**src/rtl/obj_pkg.sv**
```systemverilog
// Shared types for the OBJ line scanner: FSM states, OAM shape/size codes
// and the constant dimension table that maps them to base pixel sizes.
package obj_pkg;

    typedef enum logic [2:0] {
        ST_IDLE = 3'd0,
        ST_REQ  = 3'd1,
        ST_EVAL = 3'd2,
        ST_EMIT = 3'd3,
        ST_DONE = 3'd4
    } scan_state_t;

    typedef enum logic [1:0] {
        SHAPE_SQUARE  = 2'd0,
        SHAPE_WIDE    = 2'd1,
        SHAPE_TALL    = 2'd2,
        SHAPE_INVALID = 2'd3
    } obj_shape_t;

    typedef logic [1:0] obj_size_t;

    typedef struct packed {
        logic [7:0] w;
        logic [7:0] h;
    } obj_dims_t;

    // Base width/height for a shape/size pair; the invalid shape yields 0x0.
    function automatic obj_dims_t obj_dims(input obj_shape_t shape, input obj_size_t size);
        obj_dims_t d;
        d.w = 8'd0;
        d.h = 8'd0;
        case ({shape, size})
            4'b00_00: begin d.w = 8'd8;  d.h = 8'd8;  end
            4'b00_01: begin d.w = 8'd16; d.h = 8'd16; end
            4'b00_10: begin d.w = 8'd32; d.h = 8'd32; end
            4'b00_11: begin d.w = 8'd64; d.h = 8'd64; end
            4'b01_00: begin d.w = 8'd16; d.h = 8'd8;  end
            4'b01_01: begin d.w = 8'd32; d.h = 8'd8;  end
            4'b01_10: begin d.w = 8'd32; d.h = 8'd16; end
            4'b01_11: begin d.w = 8'd64; d.h = 8'd32; end
            4'b10_00: begin d.w = 8'd8;  d.h = 8'd16; end
            4'b10_01: begin d.w = 8'd8;  d.h = 8'd32; end
            4'b10_10: begin d.w = 8'd16; d.h = 8'd32; end
            4'b10_11: begin d.w = 8'd32; d.h = 8'd64; end
            default:  begin d.w = 8'd0;  d.h = 8'd0;  end
        endcase
        return d;
    endfunction

endpackage

```
**src/rtl/obj_attr_decode.sv**
```systemverilog
// Combinational decode of one OAM entry: bounding box size and wrap-aware
// test of whether the current scanline falls inside the object.
module obj_attr_decode
    import obj_pkg::*;
(
    input  logic [15:0] i_attr0,
    input  logic [15:0] i_attr1,
    input  logic [7:0]  i_row,
    output logic        o_visible,
    output logic [6:0]  o_dy,
    output logic [7:0]  o_hsize,
    output logic [7:0]  o_vsize
);

    logic       w_disable;
    logic       w_dbl;
    obj_shape_t w_shape;
    obj_dims_t  w_dims;
    logic [7:0] w_diff;
    logic       w_unused_bits;

    assign w_disable = i_attr0[9] & ~i_attr0[8];
    assign w_dbl     = i_attr0[9] &  i_attr0[8];
    assign w_shape   = obj_shape_t'(i_attr0[15:14]);
    assign w_dims    = obj_dims(w_shape, i_attr1[15:14]);

    // Largest base dimension is 64, so the doubled size still fits in 8 bits.
    assign o_hsize = w_dbl ? {w_dims.w[6:0], 1'b0} : w_dims.w;
    assign o_vsize = w_dbl ? {w_dims.h[6:0], 1'b0} : w_dims.h;

    // Modulo-256 difference lets objects with Y near the bottom wrap onto row 0.
    assign w_diff    = i_row - i_attr0[7:0];
    assign o_dy      = w_diff[6:0];
    assign o_visible = ~w_disable & (w_shape != SHAPE_INVALID) & (w_diff < o_vsize);

    assign w_unused_bits = ^{i_attr0[13:10], i_attr1[13:0]};

endmodule

```
**src/rtl/obj_line_scanner.sv**
```systemverilog
// Per-scanline OBJ evaluator: walks OAM in ascending order, decodes each entry
// and forwards visible objects to the render queue, up to a per-line limit.
module obj_line_scanner
    import obj_pkg::*;
#(
    parameter int NUM_OBJ      = 128,
    parameter int MAX_PER_LINE = 32,
    parameter int IDX_W        = 7
) (
    input  logic             clock,
    input  logic             reset,
    input  logic             start,
    input  logic [7:0]       row,
    output logic             oam_rd,
    output logic [IDX_W-1:0] oam_addr,
    input  logic             oam_ack,
    input  logic [15:0]      oam_attr0,
    input  logic [15:0]      oam_attr1,
    output logic             vis_valid,
    input  logic             vis_ready,
    output logic [IDX_W-1:0] vis_index,
    output logic [6:0]       vis_dy,
    output logic [7:0]       vis_hsize,
    output logic [7:0]       vis_vsize,
    output logic             busy,
    output logic             done,
    output logic             overflow
);

    localparam int               CNT_W    = IDX_W + 1;
    localparam logic [IDX_W-1:0] LAST_IDX = IDX_W'(NUM_OBJ - 1);
    localparam logic [CNT_W-1:0] MAX_CNT  = CNT_W'(MAX_PER_LINE);

    scan_state_t      r_state;
    logic [7:0]       r_row;
    logic [IDX_W-1:0] r_entry;
    logic [CNT_W-1:0] r_emit_cnt;
    logic [15:0]      r_attr0;
    logic [15:0]      r_attr1;
    logic             r_oam_rd;
    logic             r_vis_valid;
    logic [IDX_W-1:0] r_vis_index;
    logic [6:0]       r_vis_dy;
    logic [7:0]       r_vis_hsize;
    logic [7:0]       r_vis_vsize;
    logic             r_busy;
    logic             r_done;
    logic             r_overflow;

    logic             w_visible;
    logic [6:0]       w_dy;
    logic [7:0]       w_hsize;
    logic [7:0]       w_vsize;
    logic             w_accept;
    logic             w_advance;
    logic             w_last;
    logic             w_limit;
    logic [CNT_W-1:0] w_cnt_after;

    obj_attr_decode u_decode (
        .i_attr0   (r_attr0),
        .i_attr1   (r_attr1),
        .i_row     (r_row),
        .o_visible (w_visible),
        .o_dy      (w_dy),
        .o_hsize   (w_hsize),
        .o_vsize   (w_vsize)
    );

    assign w_accept    = (r_state == ST_EMIT) & vis_ready;
    assign w_advance   = ((r_state == ST_EVAL) & ~w_visible) | w_accept;
    assign w_cnt_after = r_emit_cnt + CNT_W'(w_accept);
    assign w_last      = (r_entry == LAST_IDX);
    assign w_limit     = (w_cnt_after == MAX_CNT);

    // Scan sequencer: fetch entry, evaluate, emit, then step or finish the line.
    always_ff @(posedge clock or negedge reset) begin
        if (!reset) begin
            r_state     <= ST_IDLE;
            r_row       <= 8'd0;
            r_entry     <= '0;
            r_emit_cnt  <= '0;
            r_attr0     <= 16'd0;
            r_attr1     <= 16'd0;
            r_oam_rd    <= 1'b0;
            r_vis_valid <= 1'b0;
            r_vis_index <= '0;
            r_vis_dy    <= 7'd0;
            r_vis_hsize <= 8'd0;
            r_vis_vsize <= 8'd0;
            r_busy      <= 1'b0;
            r_done      <= 1'b0;
            r_overflow  <= 1'b0;
        end else begin
            case (r_state)
                ST_IDLE: begin
                    r_done <= 1'b0;
                    if (start) begin
                        r_row      <= row;
                        r_entry    <= '0;
                        r_emit_cnt <= '0;
                        r_overflow <= 1'b0;
                        r_busy     <= 1'b1;
                        r_oam_rd   <= 1'b1;
                        r_state    <= ST_REQ;
                    end else begin
                        r_state    <= ST_IDLE;
                    end
                end
                ST_REQ: begin
                    if (oam_ack) begin
                        r_attr0  <= oam_attr0;
                        r_attr1  <= oam_attr1;
                        r_oam_rd <= 1'b0;
                        r_state  <= ST_EVAL;
                    end else begin
                        r_state  <= ST_REQ;
                    end
                end
                ST_EVAL: begin
                    if (w_visible) begin
                        r_vis_valid <= 1'b1;
                        r_vis_index <= r_entry;
                        r_vis_dy    <= w_dy;
                        r_vis_hsize <= w_hsize;
                        r_vis_vsize <= w_vsize;
                        r_state     <= ST_EMIT;
                    end else begin
                        r_vis_valid <= 1'b0;
                    end
                end
                ST_EMIT: begin
                    if (vis_ready) begin
                        r_vis_valid <= 1'b0;
                        r_emit_cnt  <= w_cnt_after;
                    end else begin
                        r_vis_valid <= 1'b1;
                    end
                end
                ST_DONE: begin
                    r_done  <= 1'b0;
                    r_state <= ST_IDLE;
                end
                default: begin
                    r_oam_rd    <= 1'b0;
                    r_vis_valid <= 1'b0;
                    r_busy      <= 1'b0;
                    r_done      <= 1'b0;
                    r_state     <= ST_IDLE;
                end
            endcase

            // Overrides the state hold above whenever the current entry is retired.
            if (w_advance) begin
                if (w_last) begin
                    r_busy   <= 1'b0;
                    r_done   <= 1'b1;
                    r_state  <= ST_DONE;
                end else if (w_limit) begin
                    r_busy     <= 1'b0;
                    r_done     <= 1'b1;
                    r_overflow <= 1'b1;
                    r_state    <= ST_DONE;
                end else begin
                    r_entry  <= r_entry + IDX_W'(1);
                    r_oam_rd <= 1'b1;
                    r_state  <= ST_REQ;
                end
            end
        end
    end

    assign oam_rd    = r_oam_rd;
    assign oam_addr  = r_entry;
    assign vis_valid = r_vis_valid;
    assign vis_index = r_vis_index;
    assign vis_dy    = r_vis_dy;
    assign vis_hsize = r_vis_hsize;
    assign vis_vsize = r_vis_vsize;
    assign busy      = r_busy;
    assign done      = r_done;
    assign overflow  = r_overflow;

endmodule

```
**config.mk**
```make
export PLATFORM = sky130hd
export DESIGN_NAME = obj_line_scanner
export DESIGN_NICKNAME = d
export VERILOG_FILES = /design/src/rtl/obj_pkg.sv /design/src/rtl/obj_attr_decode.sv /design/src/rtl/obj_line_scanner.sv
export SDC_FILE = /design/constraint.sdc
export NUM_CORES = 1
export LEC_CHECK = 0
export CORE_UTILIZATION = 60
export CTS_CLUSTER_DIAMETER = 60
export DETAILED_ROUTE_END_ITERATION = 8
export DONT_BUFFER_PORTS = 1
export PLACE_DENSITY_LB_ADDON = 0.1
export REMOVE_ABC_BUFFERS = 1
export SYNTH_ARGS = -nofsm -noshare
export SYNTH_HDL_FRONTEND = slang
export SYNTH_SLANG_ARGS = --single-unit
```
**constraint.sdc**
```tcl
create_clock -name clock -period 11.2 [get_ports clock]
set_clock_uncertainty 0.15 [all_clocks]
set_input_delay 2.24 -clock clock [delete_from_list [all_inputs] [get_ports clock]]
set_output_delay 2.24 -clock clock [all_outputs]
set_load 0.01 [all_outputs]
```
==> results.yml, run 1 <==
# implementation run metrics
run_status:
  outcome: "finished clean"
yosys:
  yosys.cell_types.count: 55
  edf_count: 0
  ys_cells: 371
  synth_area_sq_um: 3670
  synthCells: 371
power:
  switching_power_uw: 470.7
  internal-power_uw: 658.9
cells_and_area:
  final_cells: 448
  n_all_buffers: 1
  layout.non_clock_inverters: 20
  final-comb-area_sq_um: 1767
  mostFrequentLayoutCells: "dfrtp_1 (69), nand2_1 (58), o21ai_0 (35)"
sta:
  slew_violations: 0
  post-route-period-util: 0.4335
  setup_viol: 0
flow_run:
  maxCapViolations: 0
  warnings: 46
setup_path:
  cp_cell_sequence: "nand3_1 > clkinv_1 > ha_1 > ha_1 > and3_1 > nand3_1 > xor2_1 > a31oi_1 > nand2_1 > a31o_2"
grt:
  grt_pass1_wl_mm: 11.76
cts:
  cts-hold-fix-buffers: 0
-- run 1: through the flow --
stage / hold WS [ps] / instance area, sq um / util / setup slack, ps
after floorplan: 301.5 / 3568 / - / 6544
after global placement: 319.4 / 3670 / 0.6198 / 6025
after detailed placement: 319.5 / 3670 / 0.6198 / 6018
after CTS: 339.6 / 3829 / 0.6467 / 6375
after global routing: 368.9 / 3829 / 0.6467 / 6134
final: 335.1 / 3829 / 0.6467 / 6345
-- run 1: cell families after synthesis --
family	after synthesis	synth area share
adders and majority gates	19	0.06683
muxes	22	0.07228
DFF	69	0.4705
and+or+nand+nor	121	0.1524
AOI/OAI and AO/OA	91	0.1623
other	1	0.001022
buffers and inverters	39	0.05319
xor gates and xnor gates	9	0.02148
-- run 1: power groups by stage --
stage | clock network, mW | registers (mW) | logic, mW
global route | 0.189 | 0.446 | 0.608
floorplan | 0 | 0.414 | 0.430
finish | 0.173 | 0.430 | 0.526
detailed placement | 0 | 0.436 | 0.525
global placement | 0 | 0.432 | 0.508
CTS | 0.178 | 0.431 | 0.529
-- run 1: worst paths after layout --
kind | end | start | cells after the start | slack (ps)
hold / removal | r_row[3] | r_row[3] | 2 | 340
hold reg to reg | r_row[3] | r_row[3] | 2 | 340
max in group asynchronous | r_state[2] | reset | 0 | 9330
setup / recovery | oam_addr[1] | vis_ready | 10 | 6340
setup reg to reg | vis_hsize[5] | r_row[0] | 15 | 6990
min in group asynchronous | vis_hsize[6] | reset | 0 | 1440
-- run 1: layer usage --
metal | up-vias | track usage | share of wire
met5 | - | 0 | 0
met4 | 0 | 0.1214 | 0.016
met3 | 10 | 0.05568 | 0.047
met2 | 62 | 0.3803 | 0.46
met1 | 1219 | 0.3129 | 0.47
li1 | 1288 | - | -
Fig. 1: run 1, supply network
(6 px per um) Pins as bars on the die edge. Tap cells in grey.
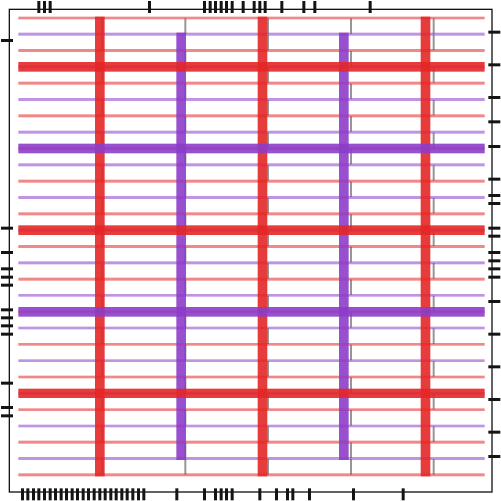
net	colour
VDD	purple
VSS	red
rows	28
tap cells	75
met5 straps	5
Die Height: 80.21 um
Die W: 80.21 um
Core ar.: 5921 sq um

Fig. 2: run 1, cell classes on the final placement
(6 px per um) Fill, decap, tap and diode cells in grey.
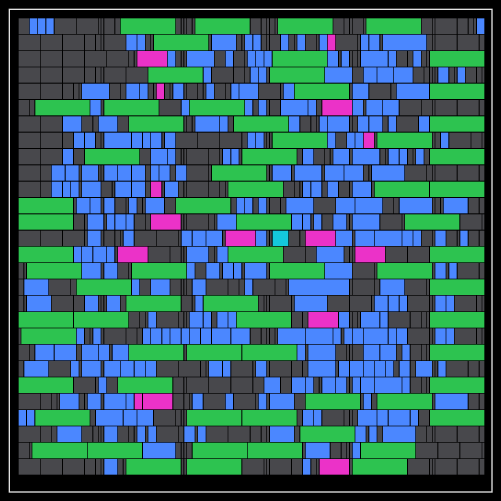
class	colour	cells	share of their area
remaining logic cells	blue	288	49%
registers	green	69	46%
clock drivers and dummy loads	magenta	15	4.3%
remaining buffers and delay cells	cyan	1	0.20%
post-layout util: 0.6467
design area: 3829 sq um
Row Count: 28

Fig. 3: run 1, routed clock nets over the placement
(4 px per um)
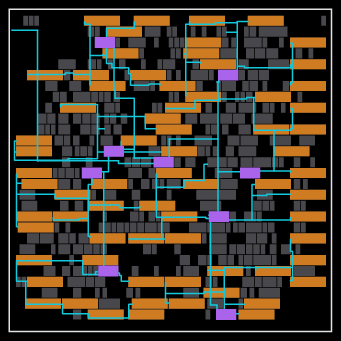
[clock-net drivers] purple | count: 9
[flip-flops] orange | count: 69
[clock wires] cyan | length: 904 um
flops lie	all over the die
routed clock nets	10
Clock power frac: 0.153
Insertion Delay late pin: 340 ps

Fig. 4: run 1, signal wires by layer
(6 px per um)
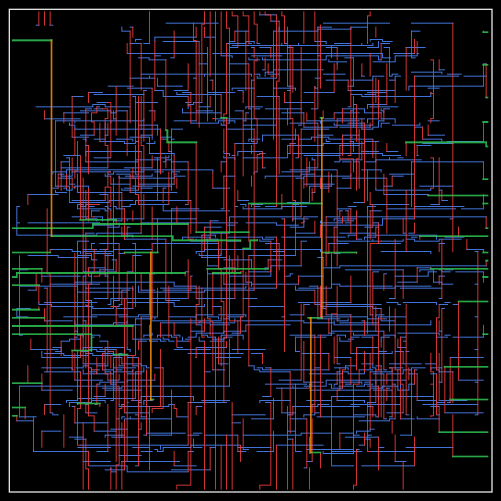

==> run 1 -> run 2 <==
Settings changed: CORE_UTILIZATION 60 to 57.
Clock period 11.2 ns to 4 ns, I/O delays scaled along.
Fig. 5: run 2, signal wires by layer
(6 px per um)
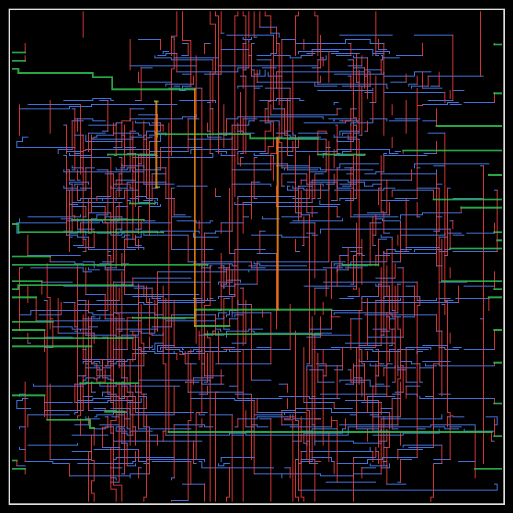
layer	colour	wire length
M1	blue	3200 um
M2	red	3370 um
M4	orange	82.3 um
M3	green	468 um

==> run 2 against run 1 <==
Net effect:
- utilization rose by 0.074 points
- die size grew 5.1%
- largest cell class unchanged
- first-iteration DRC count rose by 2.6%
- highest routed layer unchanged
==> results.yml, run 2 <==
# implementation run metrics
run_status:
  outcome: "finished clean"
sta:
  setup_slack_ps: 211.0
  whs_ps: 12.29
  post-route-period-util: 0.9473
  setup_viol: 0
  slew_violations: 0
power:
  powerComb_mw: 1.52
  seq-power_mw: 1.21
  clk-power_uw: 484
  clockPowerShare: 0.151
  maxPowerGroup: "combinational logic"
  switching_power_mw: 1.333
  internal-power_mw: 1.873
hold_path:
  hold_path.class: "input pin to async pin"
yosys:
  yosys.cell_types.count: 55
  edf_count: 0
  ys_cells: 371
  synth_area_sq_um: 3670
cells_and_area:
  final_cell_area_sq_um: 3924
  final_util: 0.6474
  mostFrequentLayoutCells: "dfrtp_1 (69), nand2_1 (58), o21ai_0 (35)"
  final_cells: 457
setup_path:
  cp_cell_sequence: "inv_1 > ha_1 > inv_1 > fa_1 > a21o_1 > a21oi_2 > o21bai_1 > a21oi_1 > xnor2_1 > ha_1 > and4_1 > o311a_1 > o211ai_1 > o21ai_0 > o221ai_1"
  reg2reg_from: "r_row[0]"
  cp-startpoint: "r_row[0]"
place:
  post_dp_cell_area_sq_um: 3692
  dp_slack_ps: 198.6
grt:
  grt_pass1_wl_mm: 11.33
flow_run:
  warnings: 46
floorplanning:
  design.core.area_sq_um: 6061
  row_count: 28
  die-height_um: 82.24
cts:
  clk_latency_ps: 340
==> run 2: timing repair <==
action	4_1_cts	5_1_grt
hold buffers	1	3
setup buffers	0	2
endpoints found under the hold margin	16	25
setup endpoints to repair	0	12
resized	0	2
==> run 2: final timing paths <==
kind | end | slack (ps) | cells past startpoint
setup / recovery | oam_addr[5] | 210 | 15
hold / removal | oam_addr[3] | 10 | 0
setup reg to reg | oam_addr[5] | 210 | 15
hold reg to reg | r_row[7] | 350 | 2
max in group asynchronous | vis_valid | 2270 | 1
min in group clock | r_row[7] | 350 | 2
==> run 2: final cells by class <==
cell class,count,area (sq um),area share
clock buffers,13,148.9,0.03795
clock inverters,2,10.01,0.002551
inverters,20,75.07,0.01913
multi-input cells,268,1770,0.4512
flip-flops and latches,69,1727,0.4401
well taps,75,93.84,0.02392
repair buffers,10,98.84,0.02519
==> run 2: metal layers <==
metal | global-route usage | part of all wire
met5 | 0 | 0
met4 | 0.07018 | 0.012
met1 | 0.2860 | 0.45
met2 | 0.3628 | 0.47
met3 | 0.07473 | 0.066
==> run 2: worst reg2reg max path, stage by stage (launching register included) <==
cell and delay, ps:
dfrtp_1 360, inv_1 70, ha_1 200, inv_1 70, fa_1 390, a21o_1 200
a21oi_2 180, o21bai_1 80, a21oi_1 180, xnor2_1 110, ha_1 320, and4_1 200
o311a_1 250, o211ai_1 230, o21ai_0 440, o221ai_1 200
==> run 2: cells by family after synthesis <==
group / share of synthesized area
DFF: 0.4705
muxes: 0.07228
adders and majority gates: 0.06683
other: 0.001022
xor gates and xnor gates: 0.02148
buffers and inverters: 0.05319
and+or+nand+nor: 0.1524
AOI/OAI and AO/OA: 0.1623
Fig. 6: run 2, cell classes on the final placement
(6 px per um) Fill, decap, tap and diode cells in grey.
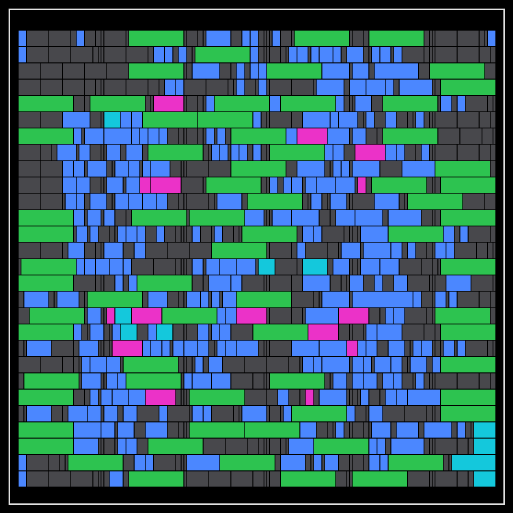

==> run 2 -> run 3 <==
--- a/config.mk
+++ b/config.mk
@@ -11,2 +11,3 @@
 export DONT_BUFFER_PORTS = 1
+export GPL_TIMING_DRIVEN = 0
 export PLACE_DENSITY_LB_ADDON = 0.1
==> constraint.sdc (replaced) <==
create_clock -name clock -period 4 [get_ports clock]
set_clock_uncertainty 0.15 [all_clocks]
set_input_delay 1 -clock clock [delete_from_list [all_inputs] [get_ports clock]]
set_output_delay 1 -clock clock [all_outputs]
set_load 0.01 [all_outputs]
Fig. 7: run 3, cell classes on the final placement
(6 px per um) Fill, decap, tap and diode cells in grey.
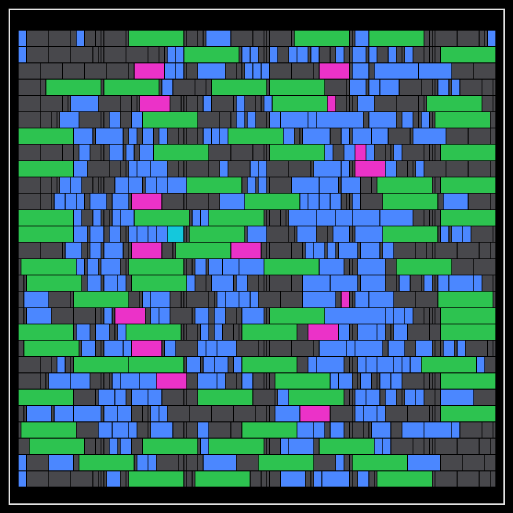
class	colour	cells	share of their area
registers	green	69	45%
remaining logic cells	blue	290	50%
remaining buffers and delay cells	cyan	1	0.20%
clock drivers and dummy loads	magenta	15	4.7%
flop share of the area: 0.4437
post-layout util: 0.6420
Core ar.: 6061 sq um
design area: 3891 sq um

==> run 3 against run 2 <==
Net effect:
- worst setup slack got worse by 47 ps
- hold slack gained 180 ps
- utilization decreased by 0.54 points
- via count increased by 2.0%
- count of clock-buffer cells in the layout rose by 1
- power up 2.8%
- sequential power is essentially flat
- sequential share of layout area rose by 0.37 points
- routed wire length is 4.1% higher
- non-clock buffer count shrank 9
- first-iteration DRC count increased by 1.7%
- largest cell class unchanged
==> results.yml, run 3 <==
# implementation run metrics
hold_path:
  hold_path.class: "input pin to async pin"
yosys:
  synthAoiAreaFrac: 0.1623
  ys_sh_adder: 0.06683
  edf_count: 0
  synthXorXnorAreaFrac: 0.02148
  ys_cells: 371
  simple_gate_share: 0.1524
setup_path:
  reg2regPathDepth: 12
  cp_cell_sequence: "ha_1 > nor2b_1 > o31ai_1 > a21oi_1 > nor2_1 > xnor2_1 > ha_1 > a211o_1 > o211ai_1 > o211ai_2 > or3b_4 > mux2_4"
  crit_cells: 12
  reg2reg_from: "r_row[1]"
  r2r_end: "vis_dy[5]"
  cp-startpoint: "r_row[1]"
cells_and_area:
  area_dominant_class: "combinational gates"
  layout.non_clock_inverters: 20
  regArea_sq_um: 1727
  layout.nonclk_buf_frac: 0.001929
  mostFrequentLayoutCells: "dfrtp_1 (69), nand2_1 (58), o21ai_0 (34)"
  comb.multi_input.count: 270
sta:
  post-route-period-util: 0.9591
  slew_violations: 0
  whs_ps: 195.8
  setup_slack_ps: 163.6
  setup_viol: 0
grt:
  grt_pass1_wl_mm: 10.98
floorplanning:
  tap_cells: 75
place:
  dp_slack_ps: -469.4
  post_dp_cell_area_sq_um: 3662
power:
  switching_power_mw: 1.380
  internal-power_mw: 1.917
run_status:
  outcome: "finished clean"
cts:
  clk_latency_ps: 340
run 3: cell types whose count changed in the layout (fill, tap and decap cells not counted):
cell           previous run  this run
clkinv_2                  2         1
o311a_1                   1         0
buf_4                     5         1
clkbuf_1                  3         2
buf_12                    1         0
dlygate4sd3_1             3         0
o21ai_2                   0         1
o21ai_0                  35        34
buf_6                     1         0
clkbuf_8                 10        12
or3b_1                    1         0
o311a_4                   0         1
or3b_4                    0         3
run 3: logic make-up after synthesis:
logic type | after synthesis
and+or+nand+nor | 121
AOI/OAI and AO/OA | 91
DFF | 69
buffers and inverters | 39
muxes | 22
adders and majority gates | 19
xor gates and xnor gates | 9
other | 1
run 3: power groups by stage:
stage | combinational, mW | sequential, mW | clock, mW
2_1_floorplan | 1.20 | 1.16 | 0
3_3_place_gp | 1.42 | 1.21 | 0
3_5_place_dp | 1.47 | 1.22 | 0
4_1_cts | 1.49 | 1.21 | 0.529
5_1_grt | 1.77 | 1.25 | 0.560
6_report | 1.57 | 1.21 | 0.519
run 3: worst register-to-register path, stage by stage (launching register included):
cell	delay (ps)
dfrtp_1	430
ha_1	320
nor2b_1	140
o31ai_1	420
a21oi_1	130
nor2_1	170
xnor2_1	180
ha_1	300
a211o_1	300
o211ai_1	100
o211ai_2	200
or3b_4	560
mux2_4	340
run 3: per-layer routing:
metal  global-route usage  share of wire  vias up
met3              0.07143          0.051        9
met1               0.2730           0.46     1287
met4              0.08421          0.011        0
li1                     -              -     1289
met5                    0              0        -
met2               0.3579           0.48       62
run 3: timing repair:
item                                    in CTS  in global routing
pin swaps                                    0                  2
resized                                      2                  6
buffers inserted                             0                  1
hold buffers                                 0                  0
endpoints found under the setup margin      24                 28
cloned                                       0                  2
No activity file was given, so power comes from the tool's default toggle rates.
